Fig. 1: run 1, sequential cells coloured by netlist name
Bar = 20 um. Other sequential cells in the stronger grey, the rest of the logic in the fainter grey.
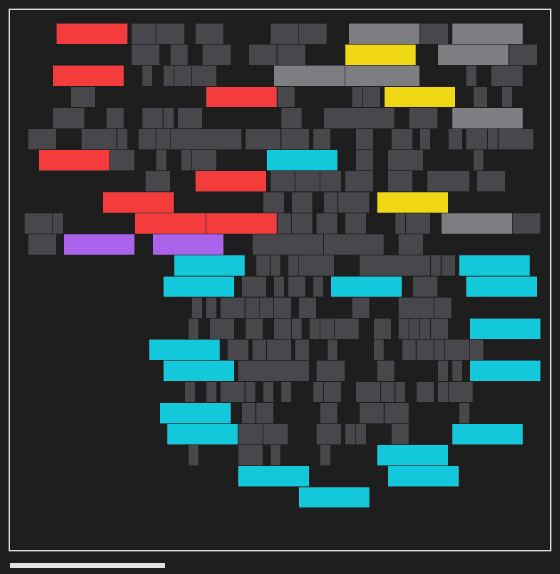
Fig. 2: run 1, clock network drawn from the DEF
Bar = 20 um.
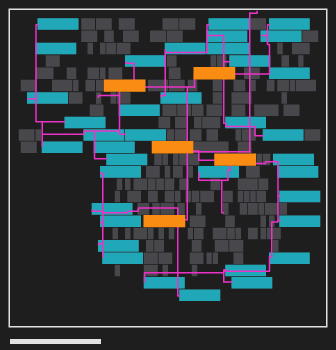
Fig. 3: run 1, drive-strength map
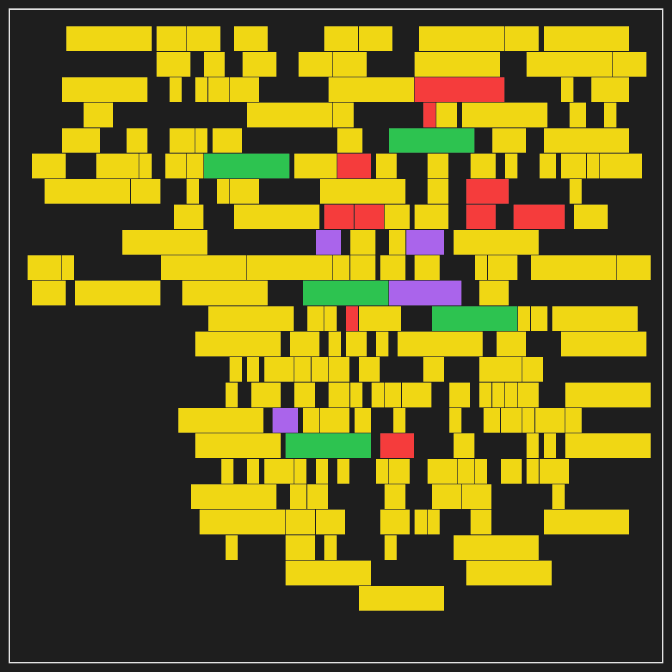
Fig. 4: run 1, routed metal per tile
14 x 14 tiles, from dark blue (low) to red (high), scaled to the fullest tile. Values are wire area over tile area, all layers added.
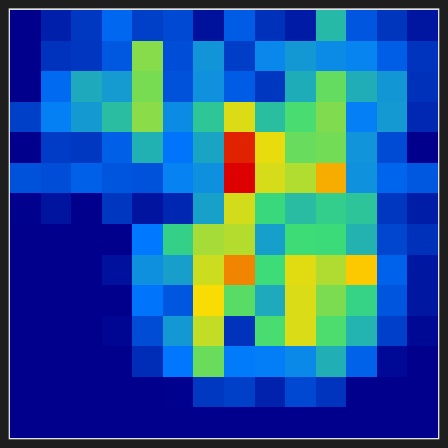
<file path="config.mk">
export PLATFORM = sky130hd
export DESIGN_NAME = pll_lock_sequencer
export DESIGN_NICKNAME = d
export VERILOG_FILES = /design/src/rtl/pll_lock_sequencer_pkg.sv /design/src/rtl/pll_lock_sequencer_sync_bit.sv /design/src/rtl/pll_lock_sequencer.sv
export SDC_FILE = /design/constraint.sdc
export NUM_CORES = 1
export LEC_CHECK = 0
export CAP_MARGIN = 10
export CORE_UTILIZATION = 40
export CTS_BUF_LIST = sky130_fd_sc_hd__clkbuf_16
export CTS_CLUSTER_DIAMETER = 100
export DETAILED_ROUTE_END_ITERATION = 10
export HOLD_SLACK_MARGIN = 0.05
export PLACE_DENSITY = 0.66
export SETUP_SLACK_MARGIN = 0.02
export SLEW_MARGIN = 20
export SYNTH_ARGS = -nofsm -noshare
export SYNTH_HDL_FRONTEND = slang
export SYNTH_SLANG_ARGS = --single-unit
</file>
<file path="constraint.sdc">
create_clock -name clock -period 3.8 [get_ports clock]
set_clock_uncertainty 0.1 [all_clocks]
set_input_delay 0.76 -clock clock [delete_from_list [all_inputs] [get_ports clock]]
set_output_delay 0.76 -clock clock [all_outputs]
set_load 0.03 [all_outputs]
</file>
<file path="src/rtl/pll_lock_sequencer_pkg.sv">
// Shared state encoding and default cycle constants for the PLL lock sequencer.
// Defaults target the fomu board running from its 48 MHz reference clock.
package pll_lock_sequencer_pkg;

  typedef enum logic [2:0] {
    ST_PLL_RST   = 3'd0,
    ST_WAIT_LOCK = 3'd1,
    ST_STABLE    = 3'd2,
    ST_RUN       = 3'd3,
    ST_FAIL      = 3'd4
  } state_t;

  localparam int unsigned DEF_SYNC_STAGES         = 2;
  localparam int unsigned DEF_PLL_RESET_CYCLES    = 16;
  localparam int unsigned DEF_LOCK_TIMEOUT_CYCLES = 65536;
  localparam int unsigned DEF_LOCK_STABLE_CYCLES  = 4096;
  localparam int unsigned DEF_MAX_RETRIES         = 3;
  localparam int unsigned DEF_CNT_W               = 17;
  localparam int unsigned DEF_LOSS_W              = 8;

endpackage

</file>
<file path="src/rtl/pll_lock_sequencer_sync_bit.sv">
// Single-bit synchroniser: STAGES flops in a chain, all asynchronously cleared.
// STAGES must be at least 2.
module sync_bit #(
  parameter int unsigned STAGES = 2
) (
  input  logic clock,
  input  logic reset,
  input  logic d,
  output logic q
);

  logic [STAGES-1:0] chain;

  always_ff @(posedge clock or posedge reset) begin
    if (reset) chain <= '0;
    else       chain <= {chain[STAGES-2:0], d};
  end

  assign q = chain[STAGES-1];

endmodule

</file>
<file path="src/rtl/pll_lock_sequencer.sv">
// Supervises a PLL: pulses its RESETB, qualifies LOCK, retries on timeout and
// holds downstream logic in reset until lock has been stable long enough.
module pll_lock_sequencer
  import pll_lock_sequencer_pkg::*;
#(
  parameter int unsigned SYNC_STAGES         = DEF_SYNC_STAGES,
  parameter int unsigned PLL_RESET_CYCLES    = DEF_PLL_RESET_CYCLES,
  parameter int unsigned LOCK_TIMEOUT_CYCLES = DEF_LOCK_TIMEOUT_CYCLES,
  parameter int unsigned LOCK_STABLE_CYCLES  = DEF_LOCK_STABLE_CYCLES,
  parameter int unsigned MAX_RETRIES         = DEF_MAX_RETRIES,
  parameter int unsigned CNT_W               = DEF_CNT_W,
  parameter int unsigned LOSS_W              = DEF_LOSS_W
) (
  input  logic              clock,
  input  logic              reset,
  input  logic              locked,
  input  logic              retry,
  output logic              pll_resetb,
  output logic              out_reset,
  output logic              ready,
  output logic              fail,
  output logic              lock_lost,
  output logic [LOSS_W-1:0] loss_count
);

  localparam int unsigned RETRY_W = (MAX_RETRIES < 1) ? 1 : $clog2(MAX_RETRIES + 1);

  localparam logic [CNT_W-1:0]   RST_LAST     = CNT_W'(PLL_RESET_CYCLES - 1);
  localparam logic [CNT_W-1:0]   TIMEOUT_LAST = CNT_W'(LOCK_TIMEOUT_CYCLES - 1);
  localparam logic [CNT_W-1:0]   STABLE_LAST  = CNT_W'(LOCK_STABLE_CYCLES - 1);
  localparam logic [RETRY_W-1:0] RETRY_LAST   = RETRY_W'(MAX_RETRIES);

  state_t              state, state_n;
  logic [CNT_W-1:0]    cnt, cnt_n;
  logic [RETRY_W-1:0]  retries, retries_n;
  logic                lock_s;
  logic                pll_resetb_n, out_reset_n, ready_n, fail_n, lock_lost_n;
  logic [LOSS_W-1:0]   loss_count_n;

  sync_bit #(.STAGES(SYNC_STAGES)) u_lock_sync (
    .clock (clock),
    .reset (reset),
    .d     (locked),
    .q     (lock_s)
  );

  // State, counters and outputs all update together.
  always_ff @(posedge clock or posedge reset) begin
    if (reset) begin
      state      <= ST_PLL_RST;
      cnt        <= '0;
      retries    <= '0;
      pll_resetb <= 1'b0;
      out_reset  <= 1'b1;
      ready      <= 1'b0;
      fail       <= 1'b0;
      lock_lost  <= 1'b0;
      loss_count <= '0;
    end else begin
      state      <= state_n;
      cnt        <= cnt_n;
      retries    <= retries_n;
      pll_resetb <= pll_resetb_n;
      out_reset  <= out_reset_n;
      ready      <= ready_n;
      fail       <= fail_n;
      lock_lost  <= lock_lost_n;
      loss_count <= loss_count_n;
    end
  end

  always_comb begin
    state_n      = state;
    cnt_n        = cnt;
    retries_n    = retries;
    lock_lost_n  = lock_lost;
    loss_count_n = loss_count;

    case (state)
      ST_PLL_RST: begin
        if (cnt == RST_LAST) begin
          state_n = ST_WAIT_LOCK;
          cnt_n   = '0;
        end else begin
          cnt_n = cnt + CNT_W'(1);
        end
      end
      ST_WAIT_LOCK: begin
        if (lock_s) begin
          state_n = ST_STABLE;
          cnt_n   = '0;
        end else if (cnt == TIMEOUT_LAST) begin
          cnt_n = '0;
          if (retries == RETRY_LAST) begin
            state_n = ST_FAIL;
          end else begin
            state_n   = ST_PLL_RST;
            retries_n = retries + RETRY_W'(1);
          end
        end else begin
          cnt_n = cnt + CNT_W'(1);
        end
      end
      ST_STABLE: begin
        // Any synchronised low restarts the lock timeout, not the PLL.
        if (!lock_s) begin
          state_n = ST_WAIT_LOCK;
          cnt_n   = '0;
        end else if (cnt == STABLE_LAST) begin
          state_n = ST_RUN;
          cnt_n   = '0;
        end else begin
          cnt_n = cnt + CNT_W'(1);
        end
      end
      ST_RUN: begin
        if (!lock_s) begin
          state_n     = ST_WAIT_LOCK;
          cnt_n       = '0;
          lock_lost_n = 1'b1;
          if (loss_count != '1) loss_count_n = loss_count + LOSS_W'(1);
        end
      end
      ST_FAIL: begin
        if (retry) begin
          state_n   = ST_PLL_RST;
          cnt_n     = '0;
          retries_n = '0;
        end
      end
      default: begin
        state_n = ST_PLL_RST;
        cnt_n   = '0;
      end
    endcase

    if (state_n == ST_RUN) retries_n = '0;

    // Outputs are decoded from the next state so they are valid on entry.
    pll_resetb_n = !((state_n == ST_PLL_RST) || (state_n == ST_FAIL));
    out_reset_n  = (state_n != ST_RUN);
    ready_n      = (state_n == ST_RUN);
    fail_n       = (state_n == ST_FAIL);
  end

endmodule

</file>
==> git commit body, run 1 <==
Store results of the implementation flow

- The flow ran to the end, and the final reports show no timing, DRC or antenna violations.
* Post-detail-place hpwl: between 2000 and 2500 um
- Area of the mapped netlist: roughly 1800 sq um
- Worst-path maximum fanout: 12
- The netlist uses ~43 different library cells.
- Post-layout utilization of the core: approximately 50%
- Number of gates on the worst path with buffers counted: 9
- Placed cell count: ~240
* Cell with the most instances after synthesis: sky130_fd_sc_hd__dfrtp_1
- Yosys mapped a number of flops with a built-in enable equal to 0.
- The floorplan report gives the top-level pin count as 17.
- After synthesis, the cell types taking the most area are sky130_fd_sc_hd__dfrtp_1, sky130_fd_sc_hd__xnor2_1, sky130_fd_sc_hd__nor2_1, sky130_fd_sc_hd__nand2_1, sky130_fd_sc_hd__ha_1.
- TritonCTS reports the number of clock sinks as 37.
- Per STA, the endpoint of the critical path is cnt[2].
* Internal Power: approximately 640 uW
* Sequential-cell power consumption: 397 uW
* Antenna diodes: 0
- For hold timing, the worst endpoint is u_lock_sync.chain[1].
* Share of flip-flops with an asynchronous set or reset after synthesis: 100%
- Number of well taps: around 52
* Filler Cell Count: 415
- H-tree Lvls: 2
- Setup repair after global routing left no endpoint under its margin.
- Final hold viol count: 0
- CTS added clock buffers totalling 5.
- The power report attributes to the clock group a share of between 40% and 50%.
* WS Path Type: reg -> reg
- The group that draws the most power in this run is sequential cells.
- Of the combinational cells, the family taking the most area is simple AND/OR/NAND/NOR gates.
- The top cell type by area accounts for between 40 and 50% of the synthesized area.
- Core area: around 4400 sq um
- The transition time recorded at the tightest slew-check pin is 0.737 ns.
* Maximum number of pins on one net before global-route repair: 21
* Worst skew pair latency: 0.27 ns
* Global-route track usage on met2: 23.7%
- The final critical path takes up 71.8% of the cycle.
- Area-dominant class: sequential cells
- Sequential elements use between 50% and 60% of the synthesized area.
- Multiplexer cells account for under 10% of the synthesized area.
- DRT Wirelength: roughly 3300 um
* Clock transition time at the flip-flop clock pins of the worst setup and hold paths: 0.05 ns
- Yosys stat area: between 1500 and 2000 sq um
* Largest area contributor in the synthesized netlist: sky130_fd_sc_hd__dfrtp_1
- Number of setup violations in the final report: 0
- According to the floorplan log, the row count is 24.
* Share of final layout cell area taken by clock buffers and inverters: under 10%
- CTS reports a maximum clock tree buffer depth of 2.
- The placement report lists the number of port buffers as 16.
- Per report_power, the sequential group accounts for between 50% and 60% of the total.
* Cell family contributing the most delay on the critical path: simple AND/OR/NAND/NOR gates
- Data required time at the worst endpoint: roughly 3.8 ns
* Final worst-path setup slack: approximately 1.1 ns
- Buffer type at the clock tree root: sky130_fd_sc_hd__clkbuf_16
- Largest stage delay on the critical path: between 0.5 and 0.6 ns
* Power dissipated in combinational cells: approximately 13 uW
Notes on Fig. 1 above:
| signal | colour | sequential cells |
|---|---|---|
| `cnt` | cyan | 17 |
| `u_lock_sync.chain` | purple | 2 |
| `state` | yellow | 3 |
| `loss_count` | red | 8 |

Notes on Fig. 2 above:
[clock wires] magenta | length: 453 um
[clock-net drivers] orange | count: 5
[flip-flops] cyan | count: 37
routed clock nets: 6
flops lie: widely spread

Notes on Fig. 3 above:
| size | colour | cells | share |
|---|---|---|---|
| x6 and larger | green | 5 | 2.5% |
| x3 and x4 | purple | 4 | 2.0% |
| x1 and smaller | yellow | 179 | 90% |
| x2 | red | 10 | 5.1% |

Notes on Fig. 4 above:
densest ninth of the die: centre
nearly empty tiles: 27%
mean over tiles: 0.10

Fig. 5: run 1, placement view
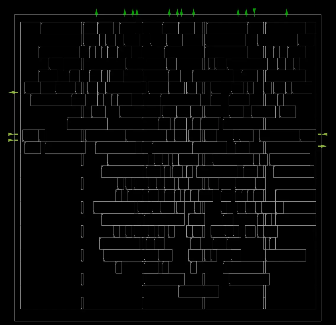

--- run 2 (diff from run 1) ---
Clock period 3.8 ns to 2.8 ns, I/O delays scaled along.
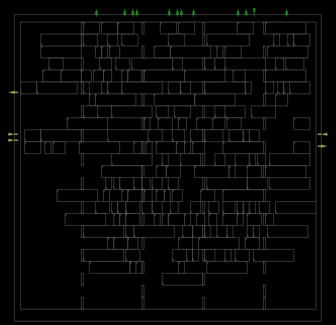
Fig. 6. Placement view (run 2).
final non-filler cell total: 251
flop share of the area: 42.2%
Filler Cell Count: 420
Cell Rows: 24
number of well taps: 52

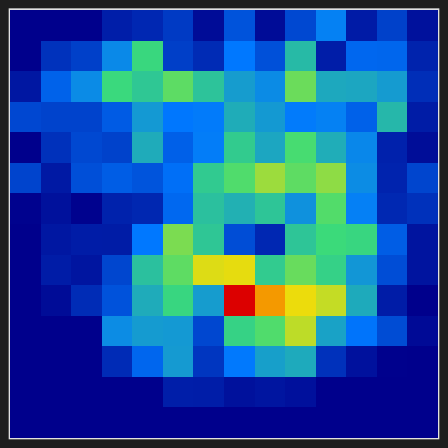
Fig. 7. Routed metal per tile (run 2).
14 x 14 tiles, from dark blue (low) to red (high), scaled to the fullest tile. Values are wire area over tile area, all layers added.
emptiest ninth of the die: lower left
fullest tile: 0.49
mean over tiles: 0.10

==> git commit body, run 2 <==
Store results of the implementation flow

- The largest non-sequential cell family by area was simple AND/OR/NAND/NOR gates (unchanged).
- Area-dominant class: sequential cells (unchanged)
- The mapped cell area came to 1830 sq um (unchanged).
- Placer congestion estimate: 0.800 (was 0.794)
* Global-route track usage on met2: 22.9% (was 23.7%)
- Overall global routing resource usage: 14.8% (was 14.7%)
* Global-route met1 utilization: 20.0% (was 19.2%)
- Share of final layout cell area taken by clock buffers and inverters: 6.27% (was 6.40%)
- The final critical-path setup slack came to 0.316 ns (was 1.07 ns).
- The combinational cell power was 17.6 uW (was 12.9 uW).
- Share of flip-flops with an asynchronous set or reset after synthesis: 100% (unchanged)
* Antenna diodes: 0 (unchanged)
* Worst skew pair latency: 0.27 ns (about the same)
- The share of cells above drive strength 1 was 10.1% (was 9.60%).
- Top area cell types: sky130_fd_sc_hd__dfrtp_1, sky130_fd_sc_hd__xnor2_1, sky130_fd_sc_hd__nor2_1, sky130_fd_sc_hd__nand2_1, sky130_fd_sc_hd__ha_1 (unchanged).
- Endpoint of the most critical setup path: cnt[4] (was cnt[2])
- The power group with the largest share is sequential cells (unchanged).
- Comb area: 871 sq um (unchanged)
- Post-detail-place hpwl: 2300 um (was 2310 um)
- Largest stage delay on the critical path: 0.42 ns (was 0.59 ns)
- The critical path data required time came to 2.85 ns (was 3.82 ns).
- Total non-filler cell area in the finished layout: 2190 sq um (about the same)
* Count of buffers inserted at the top-level ports: 16 (unchanged)
- The cell occurring most often along the worst timing path is sky130_fd_sc_hd__and3_1 (unchanged).
* Clock transition time at the flip-flop clock pins of the worst setup and hold paths: 0.05 ns (about the same)
- The number of buffers created by CTS is 5 (unchanged).
- The power density over the cells was 487 nW/um^2 (was 362 nW/um^2).
- Post-layout utilization of the core: 50.1% (was 49.9%)
- The H-tree depth was 2 (unchanged).
* Share of the clock period used by the worst path: 88.7% (was 71.8%)
- The count of library flops with an enable pin was 0 (unchanged).
- The area of the core region is 4380 sq um (unchanged).
- Number of setup violations in the final report: 0 (unchanged)
- The internal power was 863 uW (was 637 uW).
* Buffer type at the clock tree root: sky130_fd_sc_hd__clkbuf_16 (unchanged)
* Reg power frac: 50.5% (was 50.1%)
- The total wire length was 3290 um (was 3250 um).
- Source of the worst register-to-register timing path: cnt[8] (unchanged)
- Sequential area share after synthesis: 50.5% (unchanged)
- Number of buffers between clock root and the deepest sink: 2 (unchanged)
* Hold Worst Slack: 0.249 ns (was 0.248 ns)
- Iteration-0 DRC Markers: 91 (was 68)
- Worst-path maximum fanout: 9 (was 12)
- The slew at the pin closest to its max-slew limit came to 0.458 ns (was 0.737 ns).
- The endpoint kind of the worst setup timing path is a register (unchanged).
- The type of the setup path with the least slack is reg -> reg (unchanged).
* Mux contribution to synthesized area: 1.23% (unchanged)
- Maximum number of pins on one net before global-route repair: 38 (was 21)
* Relative slew margins: 69.5% (was 50.7%)
- Die height: 69.7 um (unchanged)
* Placed cell count: 243 (was 242)
* Switching part of the total: 19.2% (was 19.6%)
- End point of the worst hold path: u_lock_sync.chain[1] (unchanged)
* Yosys stat area: 1830 sq um (unchanged)
* Count of unique library cells instantiated by Yosys: 43 (unchanged)
- RSZ-0062 raised after global routing: no (unchanged).
- The largest area contributor in the netlist is sky130_fd_sc_hd__dfrtp_1 (unchanged).
* Share of the synthesized area in the top cell type: 49.1% (unchanged)
- The total sequential power was 539 uW (was 397 uW).
- The clock network fraction of design power was 47.9% (was 48.3%).
- Num ports: 17 (unchanged)
- The worst-case reg-to-reg path depth came to 10 (was 9).
- Number of gates on the worst path with buffers counted: 10 (was 9)
- The number of slew-limit violations in the final report was 0 (unchanged).
* Run status: completed (unchanged)
- The max-cap violation count was 0 (unchanged).
- Setup slack after placement: 0.354 ns (was 1.07 ns)
- The cell type group with the largest total delay on the critical path is simple AND/OR/NAND/NOR gates (unchanged).
* Number of flip-flops and latches: 37 (unchanged)
- The hold violation total from the final report was 0 (unchanged).
* Cell with the most instances after synthesis: sky130_fd_sc_hd__dfrtp_1 (unchanged)
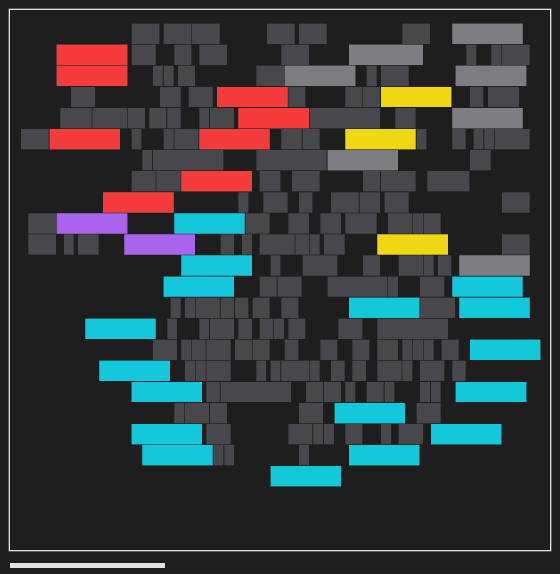
Fig. 8. Sequential cells coloured by netlist name (run 2).
Bar = 20 um. Other sequential cells in the stronger grey, the rest of the logic in the fainter grey.
| signal | colour | sequential cells |
|---|---|---|
| `u_lock_sync.chain` | purple | 2 |
| `state` | yellow | 3 |
| `cnt` | cyan | 17 |
| `loss_count` | red | 8 |
not coloured: 7

--- run 3 (diff from run 2) ---
Settings changed: SLEW_MARGIN 20 to 15.
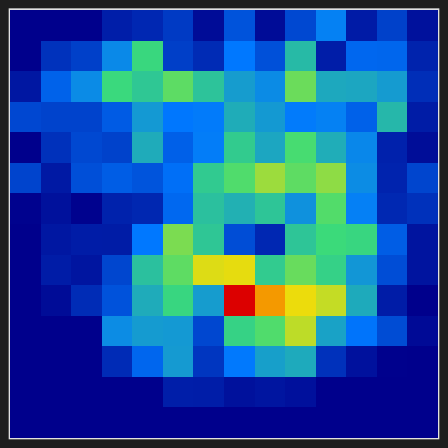
Fig. 9. Routed metal per tile (run 3).
14 x 14 tiles, from dark blue (low) to red (high), scaled to the fullest tile. Values are wire area over tile area, all layers added.
tiles over half the peak: 9.7%
densest ninth of the die: centre
mean over tiles: 0.10
nearly empty tiles: 21%
fullest tile: 0.49
emptiest ninth of the die: lower left

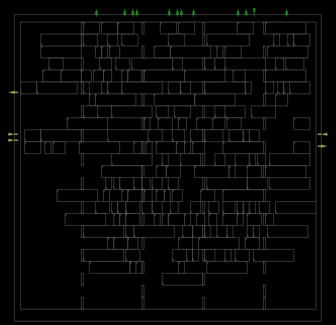
Fig. 10. Placement view (run 3).
core area: 4380 sq um
post-layout utilization of the core: 50.1%
number of flip-flops and latches: 37

==> git commit body, run 3 <==
Store results of the implementation flow

- The mapped cell area was 1830 sq um (unchanged).
* Filler Cell Count: 420 (unchanged)
* Number of gates on the worst path with buffers counted: 10 (unchanged)
- The max-cap violation count was 0 (unchanged).
* Buffer type at the clock tree root: sky130_fd_sc_hd__clkbuf_16 (unchanged)
* Count of buffers inserted at the top-level ports: 16 (unchanged)
- The mean cell area of the mapped netlist was 10.4 sq um (unchanged).
* Antenna violation net count after detailed routing: 0 (unchanged)
* H-tree Lvls: 2 (unchanged)
- The cell type group with the largest total delay on the critical path is simple AND/OR/NAND/NOR gates (unchanged).
- Highest-utilization routing layer at the global route stage: met2 (unchanged)
* Wire length on met2: 1520 um (unchanged)
- The worst-case reg-to-reg path depth was 10 (unchanged).
- The cell occurring most often along the worst timing path was sky130_fd_sc_hd__and3_1 (unchanged).
- The met1 track utilization from global routing was 20.0% (unchanged).
- Run status: completed (unchanged).
* Cell Rows: 24 (unchanged)
- Top area cell types: sky130_fd_sc_hd__dfrtp_1, sky130_fd_sc_hd__xnor2_1, sky130_fd_sc_hd__nor2_1, sky130_fd_sc_hd__nand2_1, sky130_fd_sc_hd__ha_1 (unchanged).
- Power dissipated in combinational cells: 17.6 uW (about the same)
* Count of unique library cells instantiated by Yosys: 43 (unchanged)
- Relative slew margins: 69.5% (unchanged)
* Largest area contributor in the synthesized netlist: sky130_fd_sc_hd__dfrtp_1 (unchanged)
- The clock-pin slew on the worst setup and hold paths is 0.05 ns (about the same).
- VDD IR max: 0.278 mV (unchanged)
- The reg-to-reg critical path startpoint is cnt[8] (unchanged).
- The endpoint kind of the worst setup timing path was a register (unchanged).
* Placer congestion estimate: 0.800 (unchanged)
- The synthesized-area fraction occupied by adder cells is 3.41% (unchanged).
- The total number of clock tree sinks came to 37 (unchanged).
* DRT Wirelength: 3290 um (unchanged)
- End point of the worst hold path: u_lock_sync.chain[1] (unchanged)
* Iteration-0 DRC Markers: 91 (unchanged)
- The internal power came to 863 uW (unchanged).
* Final non-filler cell total: 251 (unchanged)
- The worst hold path cell count came to 0 (unchanged).
* Overall global routing resource usage: 14.8% (unchanged)
* Max-slew violation count: 0 (unchanged)
- Share of the clock period used by the worst path: 88.7% (unchanged)
- The post-route total power is 1070 uW (unchanged).
- The register share of the cell area was 42.2% (unchanged).
- The share of total power consumed by net switching is 19.2% (unchanged).
- The multi-input combinational cell count was 131 (unchanged).
* Part of the power in the clock network: 47.9% (about the same)
- The total grt overflow came to 0 (unchanged).
- Share of cells above drive strength 1: 10.1% (unchanged)
- The total sequential power is 539 uW (about the same).
* Num ports: 17 (unchanged)
* Number of synthesized flops with an enable pin: 0 (unchanged)
* Class of the worst hold path: reg -> reg (unchanged)
* Worst-path maximum fanout: 9 (unchanged)
- Maximum number of pins on one net before global-route repair: 38 (unchanged)
- Antenna diodes: 0 (unchanged)
* Endpoint of the most critical setup path: cnt[4] (unchanged)
- The die extent in y is 69.7 um (unchanged).
- Placed cell count: 243 (unchanged)
- The most popular library cell in the synthesized design by count is sky130_fd_sc_hd__dfrtp_1 (unchanged).
- The proportion of cell area spent on the clock network came to 6.27% (unchanged).
- The number of buffers created by CTS is 5 (unchanged).
- The slew at the pin closest to its max-slew limit came to 0.458 ns (unchanged).
- Yosys stat area: 1830 sq um (unchanged)
- The pre-CTS setup slack came to 0.354 ns (unchanged).
* Mux contribution to synthesized area: 1.23% (unchanged)
* Top logic family: simple AND/OR/NAND/NOR gates (unchanged)
- Global-route track usage on met2: 22.9% (unchanged)
- Data required time at the worst endpoint: 2.85 ns (about the same)
* Per-cell routed wire length: 13.1 um (unchanged)
- The type of the setup path with the least slack is reg -> reg (unchanged).
- Power density over the cells: 487 nW/um^2 (unchanged)
* Min Clock Period, post-route: 2.48 ns (unchanged)
- The share of power burned in registers was 50.5% (about the same).
- Biggest power consumer among the groups: sequential cells (unchanged)
- Share of flip-flops with an asynchronous set or reset after synthesis: 100% (unchanged)
* Worst skew pair latency: 0.27 ns (about the same)
- Final worst-path setup slack: 0.316 ns (unchanged)
* Total non-filler cell area in the finished layout: 2190 sq um (unchanged)
- The deepest clock path buffer count was 2 (unchanged).
- The sequential share of the synthesized area was 50.5% (unchanged).
- Number of well taps: 52 (unchanged)
* Crit path from: cnt[8] (unchanged)
- The HPWL reported at the end of detailed placement is 2300 um (unchanged).
- Final hold viol count: 0 (unchanged)
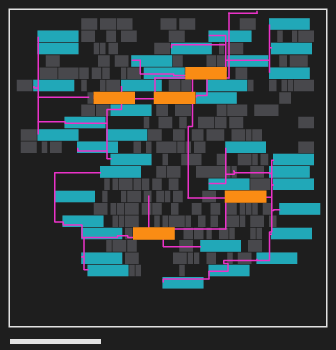
Fig. 11. Clock network drawn from the DEF (run 3).
Bar = 20 um.
[clock-net drivers] orange | count: 5
[flip-flops] cyan | count: 37
[clock wires] magenta | length: 439 um
flops lie: widely spread
routed clock nets: 6

Power is estimated from default activity; no workload was simulated.
